`src/rtl/directory_controller.sv`:
```
`default_nettype none
// ============================================================================
// directory_controller : home-node coherence directory (state + sharer vector)
// Optional DIR_STATS_EN adds saturating invalidate/fetch pulse counters.
// Revision: 1.0
// ============================================================================
module directory_controller #(
  parameter  int NUM_NODES = 4,
  parameter  int NUM_LINES = 16,
  localparam int NODE_W    = $clog2(NUM_NODES),
  localparam int IDX_W     = $clog2(NUM_LINES)
) (
  input  logic                 clk,
  input  logic                 rst_n,
  input  logic                 i_req_valid,
  output logic                 o_req_ready,
  input  logic [1:0]           i_req_type,
  input  logic [NODE_W-1:0]    i_req_node,
  input  logic [IDX_W-1:0]     i_req_index,
  output logic                 o_inv_valid,
  output logic [NUM_NODES-1:0] o_inv_mask,
  output logic                 o_fetch_valid,
  output logic [NODE_W-1:0]    o_fetch_node,
  output logic                 o_fetch_inval,
  input  logic                 i_ack_valid,
  input  logic [NODE_W-1:0]    i_ack_node,
  output logic                 o_reply_valid,
  output logic [NODE_W-1:0]    o_reply_node,
  output logic [1:0]           o_reply_state,
  output logic                 o_busy
`ifdef DIR_STATS_EN
  ,
  output logic [15:0]          o_stat_inval,
  output logic [15:0]          o_stat_fetch
`endif
);

  localparam logic [1:0] c_UNCACHED = 2'b01;
  localparam logic [1:0] c_SHARED   = 2'b10;
  localparam logic [1:0] c_MODIFIED = 2'b11;
  localparam logic [1:0] c_REQ_RD   = 2'b00;
  localparam logic [1:0] c_REQ_WB   = 2'b11;
  localparam logic [NUM_NODES-1:0] c_ONE = NUM_NODES'(1);

  typedef enum logic [2:0] {
    S_IDLE       = 3'd0,
    S_LOOKUP     = 3'd1,
    S_INVAL_WAIT = 3'd2,
    S_FETCH_WAIT = 3'd3,
    S_REPLY      = 3'd4
  } fsm_t;

  fsm_t                 r_fsm, w_fsm_nxt;
  logic [1:0]           r_state_tbl  [NUM_LINES];
  logic [NUM_NODES-1:0] r_sharer_tbl [NUM_LINES];
  logic [1:0]           r_type;
  logic [NODE_W-1:0]    r_node;
  logic [IDX_W-1:0]     r_index;
  logic [NUM_NODES-1:0] r_pending, w_pending_nxt;
  logic [1:0]           r_new_state, w_new_state;
  logic [NUM_NODES-1:0] r_new_sharers, w_new_sharers;
  logic [1:0]           r_reply_state, w_reply_state;
  logic                 w_inv_valid, w_fetch_valid, w_fetch_inval;
  logic [NUM_NODES-1:0] w_inv_mask;
  logic [NODE_W-1:0]    w_fetch_node;
  logic [1:0]           w_cur_state;
  logic [NUM_NODES-1:0] w_cur_sharers, w_req_oh, w_others;
  logic [NODE_W-1:0]    w_owner;
  logic                 w_node_ok, w_accept;

  function automatic logic [NODE_W-1:0] f_first_set(input logic [NUM_NODES-1:0] v);
    f_first_set = '0;
    for (int i = NUM_NODES - 1; i >= 0; i--)
      if (v[i]) f_first_set = NODE_W'(i);
  endfunction

  assign w_node_ok     = ({1'b0, i_req_node} < (NODE_W + 1)'(NUM_NODES));
  assign w_accept      = i_req_valid && (r_fsm == S_IDLE);
  assign w_cur_state   = r_state_tbl[r_index];
  assign w_cur_sharers = r_sharer_tbl[r_index];
  assign w_req_oh      = c_ONE << r_node;
  assign w_others      = w_cur_sharers & ~w_req_oh;
  // A MODIFIED entry holds exactly one sharer bit, so the lowest set bit is the owner.
  assign w_owner       = f_first_set(w_cur_sharers);

  always_comb begin
    w_fsm_nxt     = r_fsm;
    w_pending_nxt = r_pending;
    w_new_state   = r_new_state;
    w_new_sharers = r_new_sharers;
    w_reply_state = r_reply_state;
    w_inv_valid   = 1'b0;
    w_inv_mask    = '0;
    w_fetch_valid = 1'b0;
    w_fetch_node  = '0;
    w_fetch_inval = 1'b0;
    case (r_fsm)
      S_IDLE: begin
        if (w_accept && w_node_ok) w_fsm_nxt = S_LOOKUP;
      end
      S_LOOKUP: begin
        w_fsm_nxt = S_REPLY;
        case (r_type)
          c_REQ_RD: begin
            w_reply_state = c_SHARED;
            w_new_state   = c_SHARED;
            w_new_sharers = w_req_oh;
            if (w_cur_state == c_SHARED) begin
              w_new_sharers = w_cur_sharers | w_req_oh;
            end else if (w_cur_state == c_MODIFIED && w_owner != r_node) begin
              w_new_sharers = w_cur_sharers | w_req_oh;
              w_fetch_valid = 1'b1;
              w_fetch_node  = w_owner;
              w_pending_nxt = c_ONE << w_owner;
              w_fsm_nxt     = S_FETCH_WAIT;
            end
          end
          c_REQ_WB: begin
            w_reply_state = w_cur_state;
            w_new_state   = w_cur_state;
            w_new_sharers = w_cur_sharers;
            if (w_cur_state == c_MODIFIED && w_owner == r_node) begin
              w_reply_state = c_UNCACHED;
              w_new_state   = c_UNCACHED;
              w_new_sharers = '0;
            end
          end
          default: begin
            // Write miss and upgrade share one path: an upgrade may have lost a race.
            w_reply_state = c_MODIFIED;
            w_new_state   = c_MODIFIED;
            w_new_sharers = w_req_oh;
            if (w_cur_state == c_SHARED && w_others != '0) begin
              w_inv_valid   = 1'b1;
              w_inv_mask    = w_others;
              w_pending_nxt = w_others;
              w_fsm_nxt     = S_INVAL_WAIT;
            end else if (w_cur_state == c_MODIFIED && w_owner != r_node) begin
              w_fetch_valid = 1'b1;
              w_fetch_node  = w_owner;
              w_fetch_inval = 1'b1;
              w_pending_nxt = c_ONE << w_owner;
              w_fsm_nxt     = S_FETCH_WAIT;
            end
          end
        endcase
      end
      S_INVAL_WAIT, S_FETCH_WAIT: begin
        if (i_ack_valid) w_pending_nxt = r_pending & ~(c_ONE << i_ack_node);
        if (w_pending_nxt == '0) w_fsm_nxt = S_REPLY;
      end
      S_REPLY: w_fsm_nxt = S_IDLE;
      default: w_fsm_nxt = S_IDLE;
    endcase
  end

  always_ff @(posedge clk or negedge rst_n) begin
    if (!rst_n) begin
      r_fsm         <= S_IDLE;
      r_type        <= '0;
      r_node        <= '0;
      r_index       <= '0;
      r_pending     <= '0;
      r_new_state   <= '0;
      r_new_sharers <= '0;
      r_reply_state <= '0;
    end else begin
      r_fsm         <= w_fsm_nxt;
      r_pending     <= w_pending_nxt;
      r_new_state   <= w_new_state;
      r_new_sharers <= w_new_sharers;
      r_reply_state <= w_reply_state;
      if (w_accept && w_node_ok) begin
        r_type  <= i_req_type;
        r_node  <= i_req_node;
        r_index <= i_req_index;
      end
    end
  end

  always_ff @(posedge clk or negedge rst_n) begin
    if (!rst_n) begin
      for (int i = 0; i < NUM_LINES; i++) begin
        r_state_tbl[i]  <= c_UNCACHED;
        r_sharer_tbl[i] <= '0;
      end
    end else if (r_fsm == S_REPLY) begin
      r_state_tbl[r_index]  <= r_new_state;
      r_sharer_tbl[r_index] <= r_new_sharers;
    end
  end

  assign o_req_ready   = (r_fsm == S_IDLE);
  assign o_busy        = (r_fsm != S_IDLE);
  assign o_inv_valid   = w_inv_valid;
  assign o_inv_mask    = w_inv_mask;
  assign o_fetch_valid = w_fetch_valid;
  assign o_fetch_node  = w_fetch_node;
  assign o_fetch_inval = w_fetch_inval;
  assign o_reply_valid = (r_fsm == S_REPLY);
  assign o_reply_node  = r_node;
  assign o_reply_state = r_reply_state;

`ifdef DIR_STATS_EN
  logic [15:0] r_stat_inval, r_stat_fetch;

  always_ff @(posedge clk or negedge rst_n) begin
    if (!rst_n) begin
      r_stat_inval <= '0;
      r_stat_fetch <= '0;
    end else begin
      if (w_inv_valid && r_stat_inval != 16'hFFFF) r_stat_inval <= r_stat_inval + 16'd1;
      if (w_fetch_valid && r_stat_fetch != 16'hFFFF) r_stat_fetch <= r_stat_fetch + 16'd1;
    end
  end

  assign o_stat_inval = r_stat_inval;
  assign o_stat_fetch = r_stat_fetch;
`else
  // Statistics counters are not built in this configuration.
`endif

endmodule
`default_nettype wire

```
`config.mk`:
```
export PLATFORM = sky130hd
export DESIGN_NAME = directory_controller
export DESIGN_NICKNAME = d
export VERILOG_FILES = /design/src/rtl/directory_controller.sv
export SDC_FILE = /design/constraint.sdc
export NUM_CORES = 1
export LEC_CHECK = 0
export CAP_MARGIN = 0
export CORE_AREA = 2 2 106 108
export DETAILED_ROUTE_END_ITERATION = 10
export DIE_AREA = 0 0 108 110
export GPL_TIMING_DRIVEN = 0
export PLACE_DENSITY = 0.88
export REMOVE_ABC_BUFFERS = 1
export SYNTH_ARGS = -nofsm -noshare
export SYNTH_HDL_FRONTEND = slang
export SYNTH_SLANG_ARGS = --single-unit
```
`constraint.sdc`:
```
create_clock -name clk -period 3.5 [get_ports clk]
set_input_delay 0.35 -clock clk [delete_from_list [all_inputs] [get_ports clk]]
set_output_delay 0.35 -clock clk [all_outputs]
set_load 0.03 [all_outputs]
```
==> images/met2.png <==
Cells faint in the background.
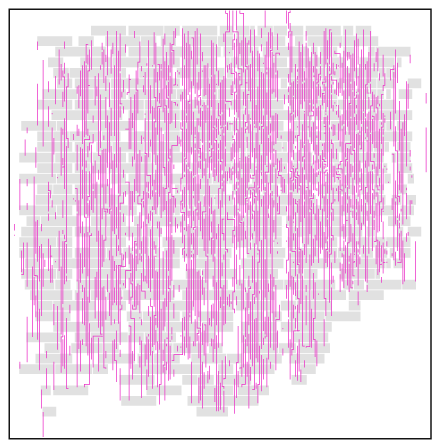
main direction = vertical
wire length on this layer = 9,130 µm
share of all routed wire = 49%
via count: 5,026
grt met2 use: 50.8%
aggregate routed wire length: 18.8 mm

==> images/metal_stack.png <==
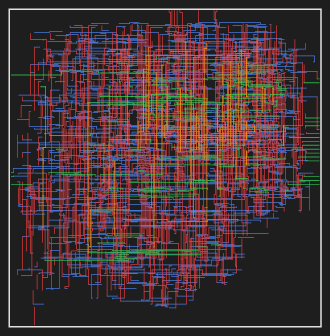
met1 -> blue  # wire length 6,780 µm
met4 -> orange  # wire length 1,090 µm
met3 -> green  # wire length 1,810 µm
met2 -> red  # wire length 9,130 µm
all-layer global routing usage: 31.3%
wire per inst: 26.6 µm

==> images/met3.png <==
The bar under the picture is 20 µm long. Cells faint in the background.
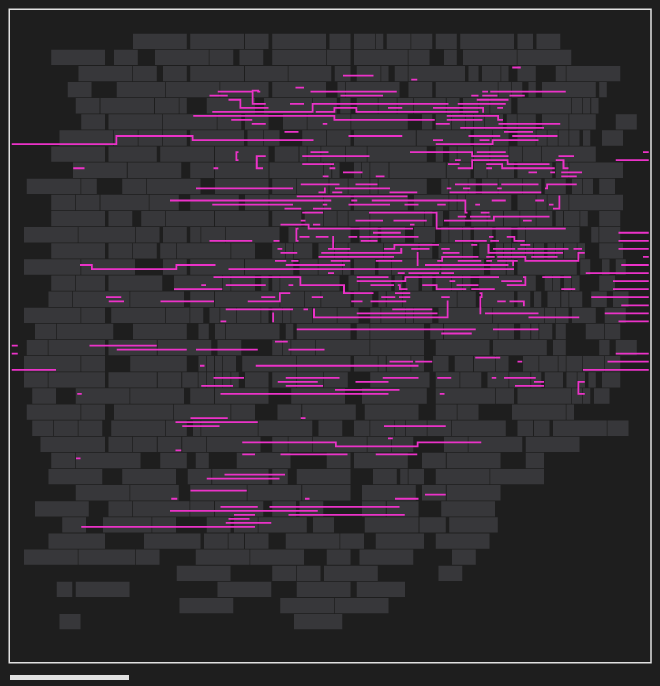
nets with wire on the layer = 162
share of all routed wire = 9.6%
longest straight run = 47.8 µm
GR Layer Usage met3: 7.41%

==> images/final_congestion.png <==
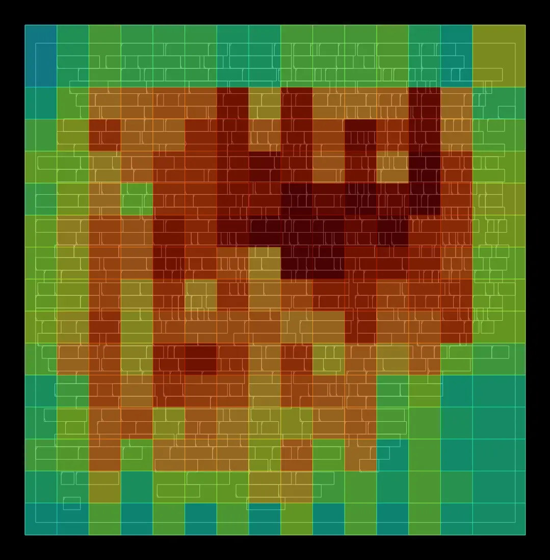
Core Util, Final: 72.2%
global route hottest layer: met2

==> images/clock_map.png <==
The bar under the picture is 20 µm long.
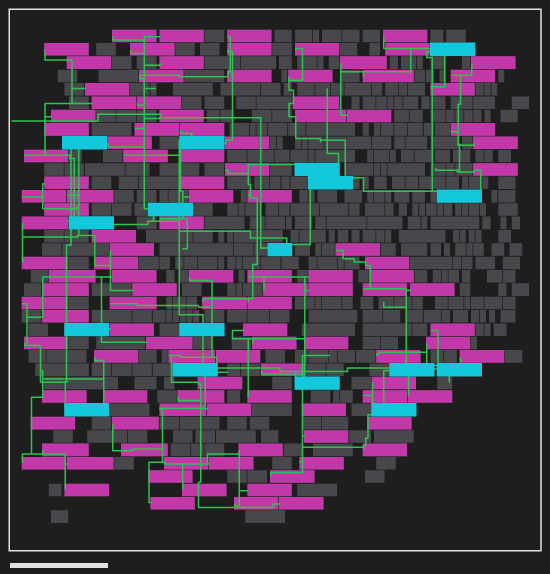
cells driving clock nets -> cyan  # count 17
clock wires -> green  # length 1,590 µm
flip-flops -> magenta  # count 117
flops lie = all over the die
routed clock nets = 18
clk_lat worst skew: 540 ps
Clock group: 1.86 mW

==> results.py <==
# Flow results
metrics = {
    "timing": {
        "tightest_slew_ps": 1250,
        "period_needed_ps": 3810,
        "slew_viol_final": 0,
        "setup_slack_ps": -307,
        "timing.hold.ws_ps": 394,
        "setup_viol": 8,
        "hold_viol": 0,
    },
    "global_routing": {
        "grt_pass1_vias": 5013,
        "grt_max_degree": 63,
    },
    "clocking": {
        "clk_pin_slew_ps": 60,
        "post_cts_buffers": 19,
    },
    "final_layout": {
        "logic_gate_count": 352,
        "clockBufferCount": 19,
        "fin_cells": 707,
        "seq_area_um2": 2960,
        "signal_buffers": 57,
        "layout_top_cell": "mux2_2",
    },
    "synthesis": {
        "synth-edff-count": 0,
        "flop_cell": "dfrtp_1",
        "ys_top_cells_by_area": "dfrtp_1 40%, mux2_2 19%, dfstp_2 6.7%",
        "synth_top_area_share_pct": 40.4,
        "synthAoiAreaFrac_pct": 9.83,
        "synthCells": 506,
        "synth_cell_types": 68,
        "syn_area_um2": 6260,
        "ys.flops": 117,
    },
    "placement": {
        "gp_congestion": 0.917,
    },
    "power_and_ir_drop": {
        "leakage_nw": 3.36,
    },
    "outcome": {
        "violations": "negative setup slack",
        "status": "finished with violations",
    },
    "worst_setup_path": {
        "arrival_ps": 3460,
        "crit_buf_inv": 3,
    },
    "worst_hold_path": {
        "hold_start": "i_req_type[0]",
        "worstHoldPathType": "input pin to register",
    },
    "floorplan": {
        "taps": 140,
        "row_count": 38,
    },
    "drt": {
        "top_layer_used": "met4",
    },
    "flow_run": {
        "warnings": 28,
    },
}
worst paths after layout:
path,end,slack (ps),cells past startpoint
max in group asynchronous,r_state_tbl[20],2250,3
hold reg to reg,r_sharer_tbl[10],510,1
hold / removal,r_type[0],390,3
min in group asynchronous,r_state_tbl[27],460,2
setup / recovery,o_fetch_node[1],-310,11
setup reg to reg,r_pending[0],170,11
state kept, by name, indices dropped and copies added (netlist names):
| signal | cells |
|---|---|
| r_index | 4 |
| r_type | 2 |
| r_pending | 4 |
| r_fsm | 3 |
| r_sharer_tbl | 64 |
| o_reply_node | 2 |
| r_new_sharers | 4 |
| o_reply_state | 2 |
| r_state_tbl | 32 |
power breakdown:
part / total, mW / switching, mW / internal, mW
combinational: 4.08 / 2.26 / 1.82
sequential: 2.56 / 0.677 / 1.89
clock: 1.86 / 0.676 / 1.19
cell usage after synthesis (4+ instances only):
library cell,count
a22oi_1,6
nand2b_1,6
inv_1,8
o32ai_1,4
o21ai_0,9
nand3_1,11
a211o_1,4
mux2_2,103
a21oi_1,16
clkbuf_1,17
a211oi_1,5
nor2_1,33
dfstp_2,16
nor2b_1,7
mux4_2,17
nand2_1,39
nor3_1,6
buf_2,6
and2_1,6
mux2i_1,14
dfrtp_1,101
per-stage QoR:
stage / setup slack, ps / utilization [%] / TNS [ps] / power [mW] / area [µm²]
after global routing: -402 / 72.2 / -2880 / 8.77 / 7730
after floorplan: -1170 / - / -5020 / 4.50 / 6120
after detailed placement: -916 / 62.0 / -5420 / 5.37 / 6630
after global placement: -2010 / 61.6 / -234630 / 5.20 / 6590
final: -307 / 72.2 / -2020 / 8.50 / 7730
after CTS: -50.1 / 70.9 / -154 / 7.87 / 7590
worst min-delay path: stages:
cell             delay [ps]
clkdlybuf4s50_1         400
nand2_1                  60
o21ai_0                  70
Power is estimated from default activity; no workload was simulated.
